[config.mk]
export PLATFORM = sky130hd
export DESIGN_NAME = sram_arbiter
export DESIGN_NICKNAME = d
export VERILOG_FILES = /design/src/rtl/sram_arbiter.sv
export SDC_FILE = /design/constraint.sdc
export NUM_CORES = 1
export LEC_CHECK = 0
export ABC_AREA = 1
export CORE_MARGIN = 1
export CORE_UTILIZATION = 43
export DETAILED_ROUTE_END_ITERATION = 7
export PLACE_DENSITY = 0.9
export REMOVE_ABC_BUFFERS = 1
export SLEW_MARGIN = 20
export SYNTH_ARGS = -nofsm -noshare
export SYNTH_HDL_FRONTEND = slang
export SYNTH_SLANG_ARGS = --single-unit
[constraint.sdc]
create_clock -name clk -period 3.5 [get_ports clk]
set_input_delay 1.05 -clock clk [delete_from_list [all_inputs] [get_ports clk]]
set_output_delay 1.05 -clock clk [all_outputs]
set_load 0.05 [all_outputs]
[src/rtl/sram_arbiter.sv]
// sram_arbiter: shares one single-ported asynchronous SRAM between the CPU
// instruction-fetch port and the data (load/store) port. Each access runs
// IDLE -> ACCESS x (WAIT_CYCLES+1) -> RESP, with a one-cycle ack in RESP.
// Optional feature: define SRAM_ARB_ROUND_ROBIN_EN to alternate grants on
// simultaneous requests; otherwise MEM always has priority over IF.
module sram_arbiter #(
    parameter int ADDR_WIDTH  = 20,
    parameter int WAIT_CYCLES = 1
) (
    input  logic                  clk,
    input  logic                  rst,
    // instruction-fetch port
    input  logic                  if_req,
    input  logic [31:0]           if_addr,
    output logic [31:0]           if_rdata,
    output logic                  if_ack,
    // data port
    input  logic                  mem_req,
    input  logic                  mem_we,
    input  logic [3:0]            mem_be,
    input  logic [31:0]           mem_addr,
    input  logic [31:0]           mem_wdata,
    output logic [31:0]           mem_rdata,
    output logic                  mem_ack,
    // pipeline stall
    output logic                  stall_req,
    // SRAM pins
    output logic [ADDR_WIDTH-1:0] sram_addr,
    output logic [31:0]           sram_wdata,
    output logic                  sram_data_oe,
    input  logic [31:0]           sram_rdata,
    output logic                  sram_ce_n,
    output logic                  sram_oe_n,
    output logic                  sram_we_n,
    output logic [3:0]            sram_be_n
);

    typedef enum logic [1:0] {
        ST_IDLE   = 2'd0,
        ST_ACCESS = 2'd1,
        ST_RESP   = 2'd2
    } state_t;

    localparam logic OWNER_IF  = 1'b0;
    localparam logic OWNER_MEM = 1'b1;

    state_t                state_q, state_d;
    logic                  owner_q, owner_d;
    logic [ADDR_WIDTH-1:0] addr_q, addr_d;
    logic                  we_q, we_d;
    logic [3:0]            be_q, be_d;
    logic [31:0]           wdata_q, wdata_d;
    logic [3:0]            cnt_q, cnt_d;
    logic [31:0]           if_rdata_q, if_rdata_d;
    logic [31:0]           mem_rdata_q, mem_rdata_d;

    logic                  grant_mem;
    logic                  unused_addr_bits;

    // Only the word-address bits reach the SRAM; the rest are ignored.
    assign unused_addr_bits = ^{if_addr[31:ADDR_WIDTH+2], if_addr[1:0],
                                mem_addr[31:ADDR_WIDTH+2], mem_addr[1:0]};

`ifdef SRAM_ARB_ROUND_ROBIN_EN
    logic last_grant_q, last_grant_d;

    // MEM wins when alone, or on a collision if IF was granted last.
    always_comb begin
        grant_mem = mem_req & (~if_req | (last_grant_q == OWNER_IF));
    end

    // Last-grant register; reset favours MEM on the first collision.
    always_ff @(posedge clk) begin
        if (rst) begin
            last_grant_q <= OWNER_IF;
        end else begin
            last_grant_q <= last_grant_d;
        end
    end

    // Remember who was granted whenever a new access starts.
    always_comb begin
        last_grant_d = last_grant_q;
        if (state_q == ST_IDLE && (if_req || mem_req)) begin
            last_grant_d = grant_mem ? OWNER_MEM : OWNER_IF;
        end
    end
`else
    // Fixed priority: a pending data access always goes first.
    always_comb begin
        grant_mem = mem_req;
    end
`endif

    // State and transaction registers; reset returns to an idle bus.
    always_ff @(posedge clk) begin
        if (rst) begin
            state_q     <= ST_IDLE;
            owner_q     <= OWNER_IF;
            addr_q      <= '0;
            we_q        <= 1'b0;
            be_q        <= 4'h0;
            wdata_q     <= 32'h0;
            cnt_q       <= 4'h0;
            if_rdata_q  <= 32'h0;
            mem_rdata_q <= 32'h0;
        end else begin
            state_q     <= state_d;
            owner_q     <= owner_d;
            addr_q      <= addr_d;
            we_q        <= we_d;
            be_q        <= be_d;
            wdata_q     <= wdata_d;
            cnt_q       <= cnt_d;
            if_rdata_q  <= if_rdata_d;
            mem_rdata_q <= mem_rdata_d;
        end
    end

    // Next-state: grant and latch in IDLE, count down in ACCESS, ack in RESP.
    always_comb begin
        state_d     = state_q;
        owner_d     = owner_q;
        addr_d      = addr_q;
        we_d        = we_q;
        be_d        = be_q;
        wdata_d     = wdata_q;
        cnt_d       = cnt_q;
        if_rdata_d  = if_rdata_q;
        mem_rdata_d = mem_rdata_q;
        case (state_q)
            ST_IDLE: begin
                if (if_req || mem_req) begin
                    cnt_d   = 4'(WAIT_CYCLES);
                    state_d = ST_ACCESS;
                    if (grant_mem) begin
                        owner_d = OWNER_MEM;
                        addr_d  = mem_addr[ADDR_WIDTH+1:2];
                        we_d    = mem_we;
                        be_d    = mem_be;
                        wdata_d = mem_wdata;
                    end else begin
                        owner_d = OWNER_IF;
                        addr_d  = if_addr[ADDR_WIDTH+1:2];
                        we_d    = 1'b0;
                        be_d    = 4'h0;
                        wdata_d = 32'h0;
                    end
                end
            end
            ST_ACCESS: begin
                if (cnt_q != 4'h0) begin
                    cnt_d = cnt_q - 4'h1;
                end else begin
                    // Last access cycle: the read data is stable at this edge.
                    if (!we_q) begin
                        if (owner_q == OWNER_MEM) begin
                            mem_rdata_d = sram_rdata;
                        end else begin
                            if_rdata_d = sram_rdata;
                        end
                    end
                    state_d = ST_RESP;
                end
            end
            ST_RESP: begin
                // The requester still holds req here, so never re-sample it.
                state_d = ST_IDLE;
            end
            default: begin
                state_d = ST_IDLE;
            end
        endcase
    end

    // Strobe decode; the final write cycle releases we_n to hold addr/data.
    always_comb begin
        sram_ce_n    = 1'b1;
        sram_oe_n    = 1'b1;
        sram_we_n    = 1'b1;
        sram_be_n    = 4'hF;
        sram_data_oe = 1'b0;
        if_ack       = 1'b0;
        mem_ack      = 1'b0;
        case (state_q)
            ST_ACCESS: begin
                sram_ce_n = 1'b0;
                if (we_q) begin
                    sram_be_n    = ~be_q;
                    sram_data_oe = 1'b1;
                    sram_we_n    = (cnt_q == 4'h0);
                end else begin
                    sram_oe_n = 1'b0;
                    sram_be_n = 4'h0;
                end
            end
            ST_RESP: begin
                if_ack  = (owner_q == OWNER_IF);
                mem_ack = (owner_q == OWNER_MEM);
            end
            default: begin
            end
        endcase
    end

    assign sram_addr  = addr_q;
    assign sram_wdata = wdata_q;
    assign if_rdata   = if_rdata_q;
    assign mem_rdata  = mem_rdata_q;
    assign stall_req  = (if_req & ~if_ack) | (mem_req & ~mem_ack);

endmodule

Figure 1. I/O nets highlighted (run 1).
Bar = 20 um.
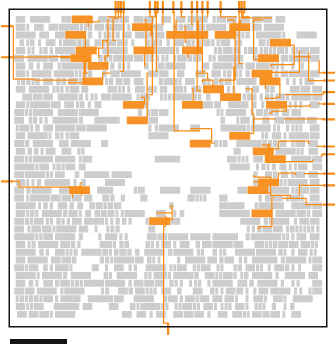
Key: `if_rdata` = orange [direction output, end cells 32, buffers 32, wire 1000 um]
port bufs: 239
IO Pins: 264

Figure 2. M2 wires (run 1).
Cells faint in the background.
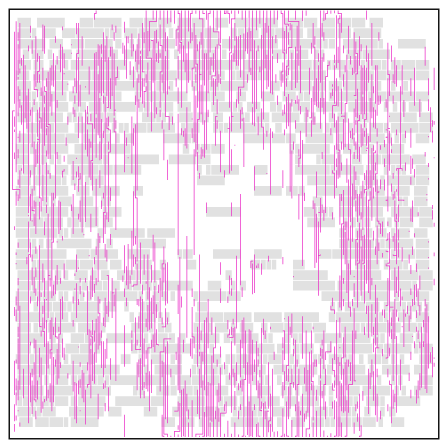
The wires run mostly vertical. The longest straight run is 43.5 um.
Vias: 5221
Routed WL: 15300 um
grt met2 use: 0.457

Figure 3. Sequential cells coloured by netlist name (run 1).
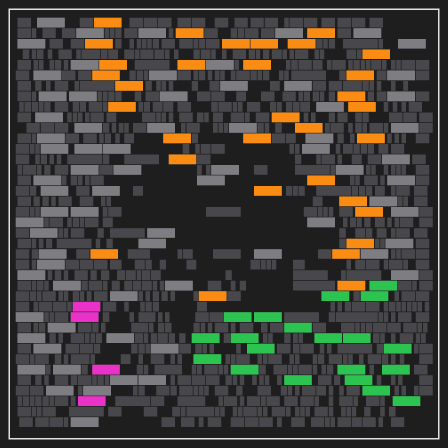
Key: `if_rdata` = orange [sequential cells 32]; `sram_addr` = green [sequential cells 20]; `be_q` = magenta [sequential cells 4, where lower left]
register area: 0.00256 mm2
Seq group: 1.71 mW
Seq area share: 0.315
final core utilization: 0.708

Figure 4. Signal wires on met1 (run 1).
Supply wires on this layer in grey. Cells faint in the background.
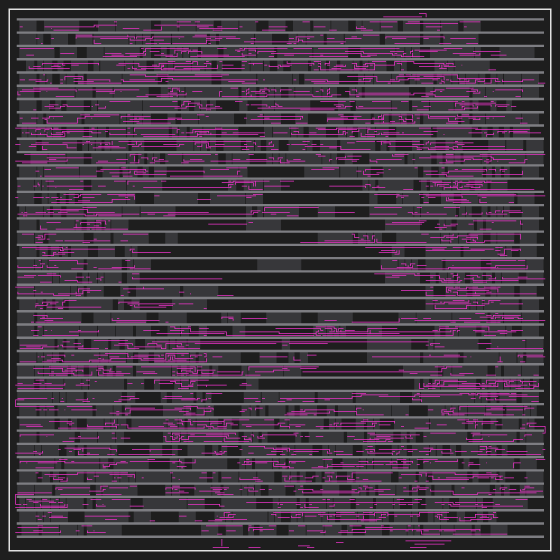
The layer holds 39% of the routed length. The longest straight run is 56.6 um. The wires run mostly horizontal. The layer carries 6030 um of wire. 910 nets have wire on it.
routing usage on met1: 0.271

==> GITHUB_STEP_SUMMARY, run 1 <==
## Implementation flow summary

| Metric | Value |
|---|---|
| Largest net degree at the start of global routing | `61` |
| Slew HR | `0.586` |
| Design area | `0.00812 mm2` |
| Non-clock buffers | `251` |
| Comb. pwr | `1.58 mW` |
| Flops after synth | `128` |
| Area Overhead vs Synth | `59.8%` |
| Top Metal Used | `met4` |
| N_taps | `143` |
| Maxcap violations | `0` |
| Clock Buffer Count | `23` |
| Signal buf overhead | `0.310` |
| Crit-path slowest cell | `clkdlybuf4s50_1` |
| P_int | `3.25 mW` |
| Fmax | `0.317 GHz` |
| Comb/total area | `0.258` |
| Die Y | `111 um` |
| ANT nets after route | `0` |
| Worst flop-to-flop path endpoint | `if_rdata[4]` |
| CP Depth | `5` |
| Resized Gates After CTS | `0` |
| Final hold viol count | `0` |
| Synthesis Warnings | `0` |
| Total power draw | `~5.0 mW` |
| Clock power share | `0.344` |
| Maximum fanout along the worst path | `5` |
| First-pass GRT wire length | `25100 um` |
| CP cell instances | `inv_1 > ha_1 > nand2_1 > nand3_1 > clkdlybuf4s50_1` |
| Status | `complete, no violations` |
| Mux cell area share | `0` |
| Worst EP required | `2.45 ns` |
| Initial antenna violation count | `0` |
| Tool warning count | `50` |
| Fillcell total | `882` |
| Top cells by area | `dfxtp_1 (50%), nor2_1 (11%), nand2_1 (9.8%)` |
| Total CTS buffers | `17` |
| Diode count | `0` |
| Top cell category | `registers` |
| H-tree levels | `4` |
| Crit-path leading delay family | `buffers and inverters` |
| Remaining global-route overflow | `0` |
| Synth logic family | `simple AND/OR/NAND/NOR gates` |
| Met2 routed wirelength | `around 7600 um` |
| Top-count cell post-synth | `nor2_1` |
| Ys cells | `just under 700` |
| Async S/R FF share, synth | `0` |
| Post-Synth AOI/OAI Area | `0.101` |
| Seq share, synth | `0.504` |
## Run 2: what changed since run 1
Settings changed: GPL_ROUTABILITY_DRIVEN set to 0.
Figure 5. Congestion heat map (run 2).
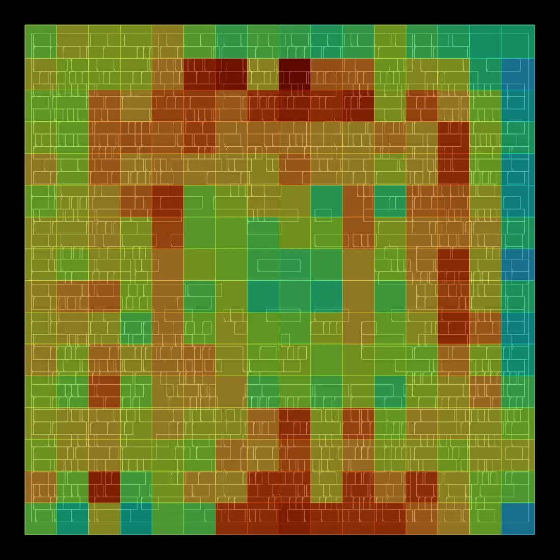
GR Util met3: 0.0908
layer with the highest usage: met2
WL/cell: 14.4 um
GRT Resource Usage Total: 0.258

==> GITHUB_STEP_SUMMARY, run 2 <==
## Implementation flow summary

| Metric | Value |
|---|---|
| Crit-path slowest cell | `clkdlybuf4s50_1` |
| Mux cell area share | `0` |
| Remaining global-route overflow | `0` |
| Final core utilization | `0.708` |
| First-pass GRT wire length | `25100 um` |
| CP cell instances | `inv_1 > ha_1 > nand2_1 > nand3_1 > clkdlybuf4s50_1` |
| Grt met2 use | `0.457` |
| Seq area share | `0.315` |
| Seq group | `around 1.7 mW` |
| Maxcap violations | `0` |
| Tool warning count | `50` |
| Non-clock buffers | `251` |
| Met2 routed wirelength | `7560 um` |
| Worst EP required | `2.45 ns` |
| Top-count cell post-synth | `nor2_1` |
| Async S/R FF share, synth | `0` |
| Routed WL | `15300 um` |
| Design area | `0.00812 mm2` |
| Clock Buffer Count | `23` |
| Total CTS buffers | `17` |
| Synth logic family | `simple AND/OR/NAND/NOR gates` |
| H-tree levels | `4` |
| Vias | `5221` |
| Clock power share | `0.344` |
| Crit-path leading delay family | `buffers and inverters` |
| Status | `complete, no violations` |
| P_int | `3.25 mW` |
| Comb. pwr | `1.58 mW` |
| Slew HR | `0.586` |
| Fillcell total | `882` |
| IO Pins | `264` |
| ANT nets after route | `0` |
| Diode count | `0` |
| N_taps | `between 100 and 150` |
| CP Depth | `5` |
| Post-Synth AOI/OAI Area | `0.101` |
| Fmax | `0.317 GHz` |
| Port bufs | `roughly 240` |
| Ys cells | `a little under 700` |
| Top cell category | `registers` |
| Maximum fanout along the worst path | `5` |
Power is estimated from default activity; no workload was simulated.
